<file path="src/rtl/falafel_output_serializer.sv">
// Response serializer: drains the alloc-result and free-status FIFOs in round-robin order.
// Each popped word goes out as a two-word response, a header and then the payload.
// Optional build macro FALAFEL_RSP_CNT_EN adds per-source completed-response counters.
// Without the macro, both counter ports are tied to zero.
module falafel_output_serializer #(
  parameter int unsigned       DATA_W        = 64,
  parameter logic [DATA_W-1:0] RSP_ALLOC_HDR = 'h1,
  parameter logic [DATA_W-1:0] RSP_FREE_HDR  = 'h2
) (
  input  logic              clk_i,
  input  logic              rst_i,
  input  logic              alloc_fifo_empty_i,
  output logic              alloc_fifo_read_o,
  input  logic [DATA_W-1:0] alloc_fifo_dout_i,
  input  logic              free_fifo_empty_i,
  output logic              free_fifo_read_o,
  input  logic [DATA_W-1:0] free_fifo_dout_i,
  output logic              rsp_val_o,
  input  logic              rsp_rdy_i,
  output logic [DATA_W-1:0] rsp_data_o,
  output logic [31:0]       alloc_rsp_cnt_o,
  output logic [31:0]       free_rsp_cnt_o
);

  typedef enum logic [1:0] {StIdle, StSendHdr, StSendData} state_e;

  state_e            state_q, state_d;
  logic [DATA_W-1:0] payload_q, payload_d;
  logic              src_free_q, src_free_d;   // source of the response in flight
  logic              last_free_q, last_free_d; // source served most recently
  logic              pick_alloc, pick_free;

  // Round-robin pick: on a tie, the source that was not served last wins.
  always_comb begin
    pick_alloc = !alloc_fifo_empty_i && (free_fifo_empty_i || last_free_q);
    pick_free  = !free_fifo_empty_i && !pick_alloc;
  end

  // Next-state, FIFO pops and response outputs; all outputs are forced low during reset.
  always_comb begin
    state_d           = state_q;
    payload_d         = payload_q;
    src_free_d        = src_free_q;
    last_free_d       = last_free_q;
    alloc_fifo_read_o = 1'b0;
    free_fifo_read_o  = 1'b0;
    rsp_val_o         = 1'b0;
    rsp_data_o        = '0;
    case (state_q)
      StIdle: begin
        if (pick_alloc) begin
          alloc_fifo_read_o = 1'b1;
          payload_d         = alloc_fifo_dout_i;
          src_free_d        = 1'b0;
          state_d           = StSendHdr;
        end else if (pick_free) begin
          free_fifo_read_o = 1'b1;
          payload_d        = free_fifo_dout_i;
          src_free_d       = 1'b1;
          state_d          = StSendHdr;
        end
      end
      StSendHdr: begin
        rsp_val_o  = 1'b1;
        rsp_data_o = src_free_q ? RSP_FREE_HDR : RSP_ALLOC_HDR;
        if (rsp_rdy_i) state_d = StSendData;
      end
      StSendData: begin
        rsp_val_o  = 1'b1;
        rsp_data_o = payload_q;
        if (rsp_rdy_i) begin
          state_d     = StIdle;
          last_free_d = src_free_q;
        end
      end
      default: state_d = StIdle;
    endcase
    if (rst_i) begin
      alloc_fifo_read_o = 1'b0;
      free_fifo_read_o  = 1'b0;
      rsp_val_o         = 1'b0;
      rsp_data_o        = '0;
    end
  end

  // State register; reset makes last-served "free" so alloc wins the first tie.
  always_ff @(posedge clk_i) begin
    if (rst_i) begin
      state_q     <= StIdle;
      payload_q   <= '0;
      src_free_q  <= 1'b0;
      last_free_q <= 1'b1;
    end else begin
      state_q     <= state_d;
      payload_q   <= payload_d;
      src_free_q  <= src_free_d;
      last_free_q <= last_free_d;
    end
  end

`ifdef FALAFEL_RSP_CNT_EN
  logic [31:0] alloc_cnt_q, free_cnt_q;
  logic        data_done;

  assign data_done = (state_q == StSendData) && rsp_rdy_i;

  // Count completed responses per source; 32-bit arithmetic wraps naturally.
  always_ff @(posedge clk_i) begin
    if (rst_i) begin
      alloc_cnt_q <= '0;
      free_cnt_q  <= '0;
    end else if (data_done) begin
      if (src_free_q) free_cnt_q  <= free_cnt_q + 32'd1;
      else            alloc_cnt_q <= alloc_cnt_q + 32'd1;
    end
  end

  assign alloc_rsp_cnt_o = rst_i ? '0 : alloc_cnt_q;
  assign free_rsp_cnt_o  = rst_i ? '0 : free_cnt_q;
`else
  assign alloc_rsp_cnt_o = '0;
  assign free_rsp_cnt_o  = '0;
`endif

endmodule

</file>
<file path="config.mk">
export PLATFORM = sky130hd
export DESIGN_NAME = falafel_output_serializer
export DESIGN_NICKNAME = d
export VERILOG_FILES = /design/src/rtl/falafel_output_serializer.sv
export SDC_FILE = /design/constraint.sdc
export NUM_CORES = 1
export LEC_CHECK = 0
export ABC_AREA = 1
export CORE_AREA = 2 2 137 139
export CTS_CLUSTER_SIZE = 40
export DETAILED_ROUTE_END_ITERATION = 12
export DIE_AREA = 0 0 139 141
export HOLD_SLACK_MARGIN = 0.15
export PLACE_DENSITY = 0.56
export SETUP_SLACK_MARGIN = 0.1
export SLEW_MARGIN = 30
export SYNTH_ARGS = -nofsm -noshare
export SYNTH_HDL_FRONTEND = slang
export SYNTH_SLANG_ARGS = --single-unit
</file>
<file path="constraint.sdc">
create_clock -name clk_i -period 1.44 [get_ports clk_i]
set_input_delay 0.288 -clock clk_i [delete_from_list [all_inputs] [get_ports clk_i]]
set_output_delay 0.288 -clock clk_i [all_outputs]
set_load 0.02 [all_outputs]
</file>
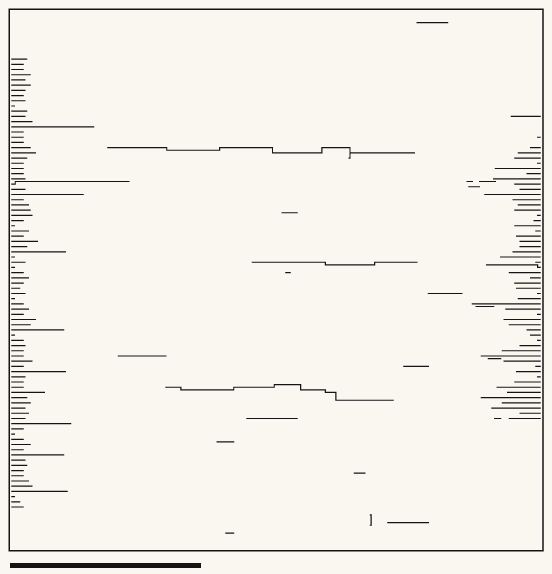
**Above:** signal wires on met3.
Bar = 50 µm.
- main direction: horizontal
- longest straight run: 29.7 µm
- wire length on this layer: 1,080 µm
- nets with wire on the layer: 155
- share of all routed wire: 5.9%

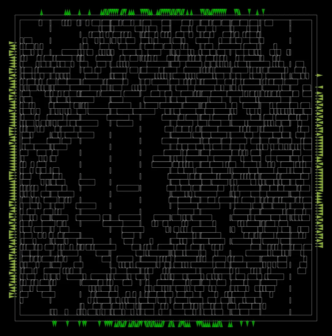
**Above:** cell placement.
# rows: 50
flop share of the area: 0.138
core area: 18,300 µm²
well tap count: 234
Util after Layout: 0.542

==> results.txt <==
YS warnings -> 0
Cell type with the largest total area -> dfxtp_1
FF-to-FF setup slack -> -130 ps
Placed wire-length estimate -> 9780 µm
Critical path arrival -> 1660 ps
Fa+ha+maj area frac -> 0.0108
Buf/Inv on CP -> 3
Hold depth -> 3
Hold Violations, Final -> 0
Top Layout Cells -> 132 x nand2_1, 130 x inv_1, 129 x clkdlybuf4s50_1
Count of library flops with an enable pin -> 0
Fin Clk Skew -> 5.79 ps
Nets -> 1,192
Via-per-instance ratio -> 4.22
Final worst slack -> -503 ps
Clock tree buffer depth -> 2
Clock network power share -> 0.259
Worst EP required -> 1150 ps
Largest cell class -> buffers
Share of the yosys chip area belonging to registers -> 0.293
Crit path capture type -> output port
Cell Pwr Density -> 1010 nW/µm²
Xor+xnor area frac -> 0
OpenROAD warning count -> 32
Worst vdd ir -> 561 µV
Largest Pwr Group -> combinational logic
Setup-failing EPs final -> 132
Initial core utilization -> 0.255
Synth-to-Final Area Change -> 113%
Final std cells w/o fill -> 1,295
Highest Clock Rate -> 0.515 GHz
Sw frac -> 0.358
Die Span Y -> 141 µm
RSZ-0062 raised after global routing -> yes
Hold Crit Class -> input pin to flop
Cell area after synthesis -> 4650 µm²
Psw -> 3.56 mW
Worst Path Max Fanout -> 4
Clk Latency, worst-skew pair -> 340 ps
Clk pin slew, worst setup/hold paths -> 60 ps
Simple share -> 0.340
Initial antenna violation count -> 0
Logic area -> 3510 µm²
Main area contributors -> dfxtp_1 29%, nand2_1 16%, buf_4 13%
Critical path origin -> state_q[0]
Cell with the most instances after synthesis -> nand2_1
Final ANT Viol Nets -> 0
P_clk -> 2.58 mW
Antenna cells -> 1
Clkbuf count -> 10
Die x size -> 139 µm
Final Critical Period -> 1940 ps
Mi-comb count -> 542
CP startpoint kind -> flop
Clock root cell -> clkbuf_16
Ys async rst share -> 0
Vias in the first global route -> 4,955
Share of power burned in registers -> 0.230
Layout non-clock buf frac -> 0.389
Gr ovfl total -> 0
CP max-delay cell -> dfxtp_2
Crit path cell chain -> inv_4 -> ha_4 -> nand2_4 -> clkbuf_16 -> nor3_2 -> buf_4
Count of non-CTS inverters in the layout -> 136
Most used flip-flop cell -> dfxtp_1
Flop area -> 1370 µm²
Combinational gate power -> 5.09 mW
Initial DRC Count -> 169
Max cap viols -> 0
Gate power share -> 0.511
Post-synth top cells -> 201 x nand2_1, 135 x inv_1, 131 x nor2_1
Routed via count -> 5,464
Buffers, non-clock -> 298
Final period util -> 1.35
Residual DRC -> 0
Distinct cells, synth -> 20
Filler Cell Count -> 1,704
Internal cell power -> 6.40 mW
Critical R2R Launch -> last_free_q
Setup TNS -> -36,090 ps
Finished Cell Area -> 9890 µm²
Logic family by area -> simple AND/OR/NAND/NOR gates
# port buffers -> 199
Synth Register Bits -> 68
Num ports -> 264
Final Max-Slew Violation Tally -> 0
Ys cells -> 793
Crit path depth -> 6
Final clock-cell share -> 0.0344
Multiplexer share -> 0
DR WL/cell -> 14.2 µm
H-tree depth -> 3
Logic share of the area -> 0.355
Max stage delay on crit path -> 350 ps
Post-placement worst setup slack -> -863 ps
Flops -> 68
Most frequent logic cell in the layout -> nand2_1
WS Path Type -> flop to output port
CP top delay family -> buffers and inverters
Clock Sink Count -> 68
GR Util All Layers -> 0.176
Drt first pass iters -> 4
Worst Reg2Reg Path Length in Cells -> 11
Placed Area -> 7420 µm²
Pwr Total -> 9.96 mW
Placed cells -> 1,211
Largest type area fraction -> 0.293
Worst setup endpoint -> rsp_data_o[45]
Total wire length -> 18,400 µm
Post-synthesis cell count -> 793
Hold path endpoint -> src_free_q
Sequential logic power -> 2.29 mW
CTS tree -> yes
GP Congestion -> 0.732
Area fraction in compound gates -> 0.0823
Layout cells sized above 1 -> 0.355
First-pass GRT wire length -> 27,000 µm
Avg Cell Area, Syn -> 5.87 µm²
Chip area -> 19,600 µm²
RR Endpoint -> payload_q[54]
Total CTS buffers -> 9
Failing checks -> negative setup slack
Largest net degree at the start of global routing -> 66
Hold_sp -> rst_i
Outcome -> complete, but fails checks
P_leak -> 4.94 nW
Yosys synthesis chip area -> 4650 µm²
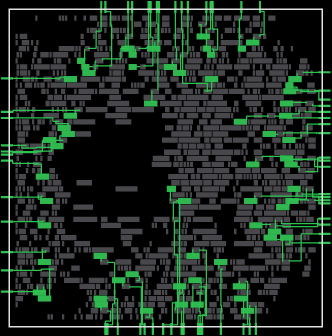
**Above:** wires at chosen ports, followed through buffers.
- `rsp_data_o`: green (direction output; end cells 64; buffers 64; wire 1,560 µm)

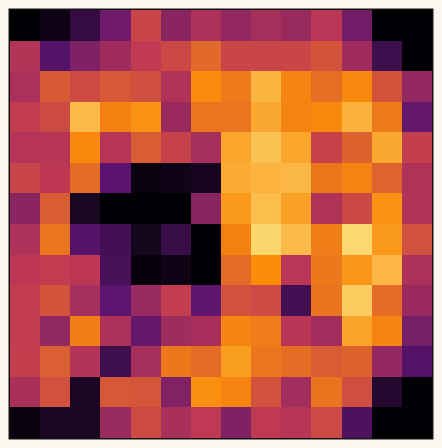
**Above:** cell density map.
14 x 14 tiles, from black (low) to pale yellow (high), 0 to 100% covered.
- fullest tile: 92%
- mean over tiles: 49%
- densest ninth of the die: right middle
- tiles over 75% full: 13%

per-layer routing:
layer | global-route usage | vias up | routed length, µm
met1 | 0.215 | 2494 | 7660
met3 | 0.0445 | 11 | 1080
met5 | 0 | - | 0
met2 | 0.316 | 180 | 9490
li1 | - | 2779 | -
met4 | 0.0356 | 0 | 216
timing repair:
| action | CTS | global route |
|---|---|---|
| pin swaps | 53 | 43 |
| cloned | 25 | 8 |
| resized | 535 | 124 |
| setup endpoints to repair | 134 | 135 |
| setup buffers | 31 | 9 |
| hold buffers | 0 | 0 |
state kept, by name (all words and copies together), names as in the netlist:
register	cells
payload_q	64
state_q	2
last_free_q	1
src_free_q	1
per-stage QoR:
step                 util  hold WS [ps]
floorplan               -           350
global placement    0.406           487
detailed placement  0.406           494
CTS                 0.507           423
global route        0.541           458
finish              0.542           443
Power is estimated from default activity; no workload was simulated.
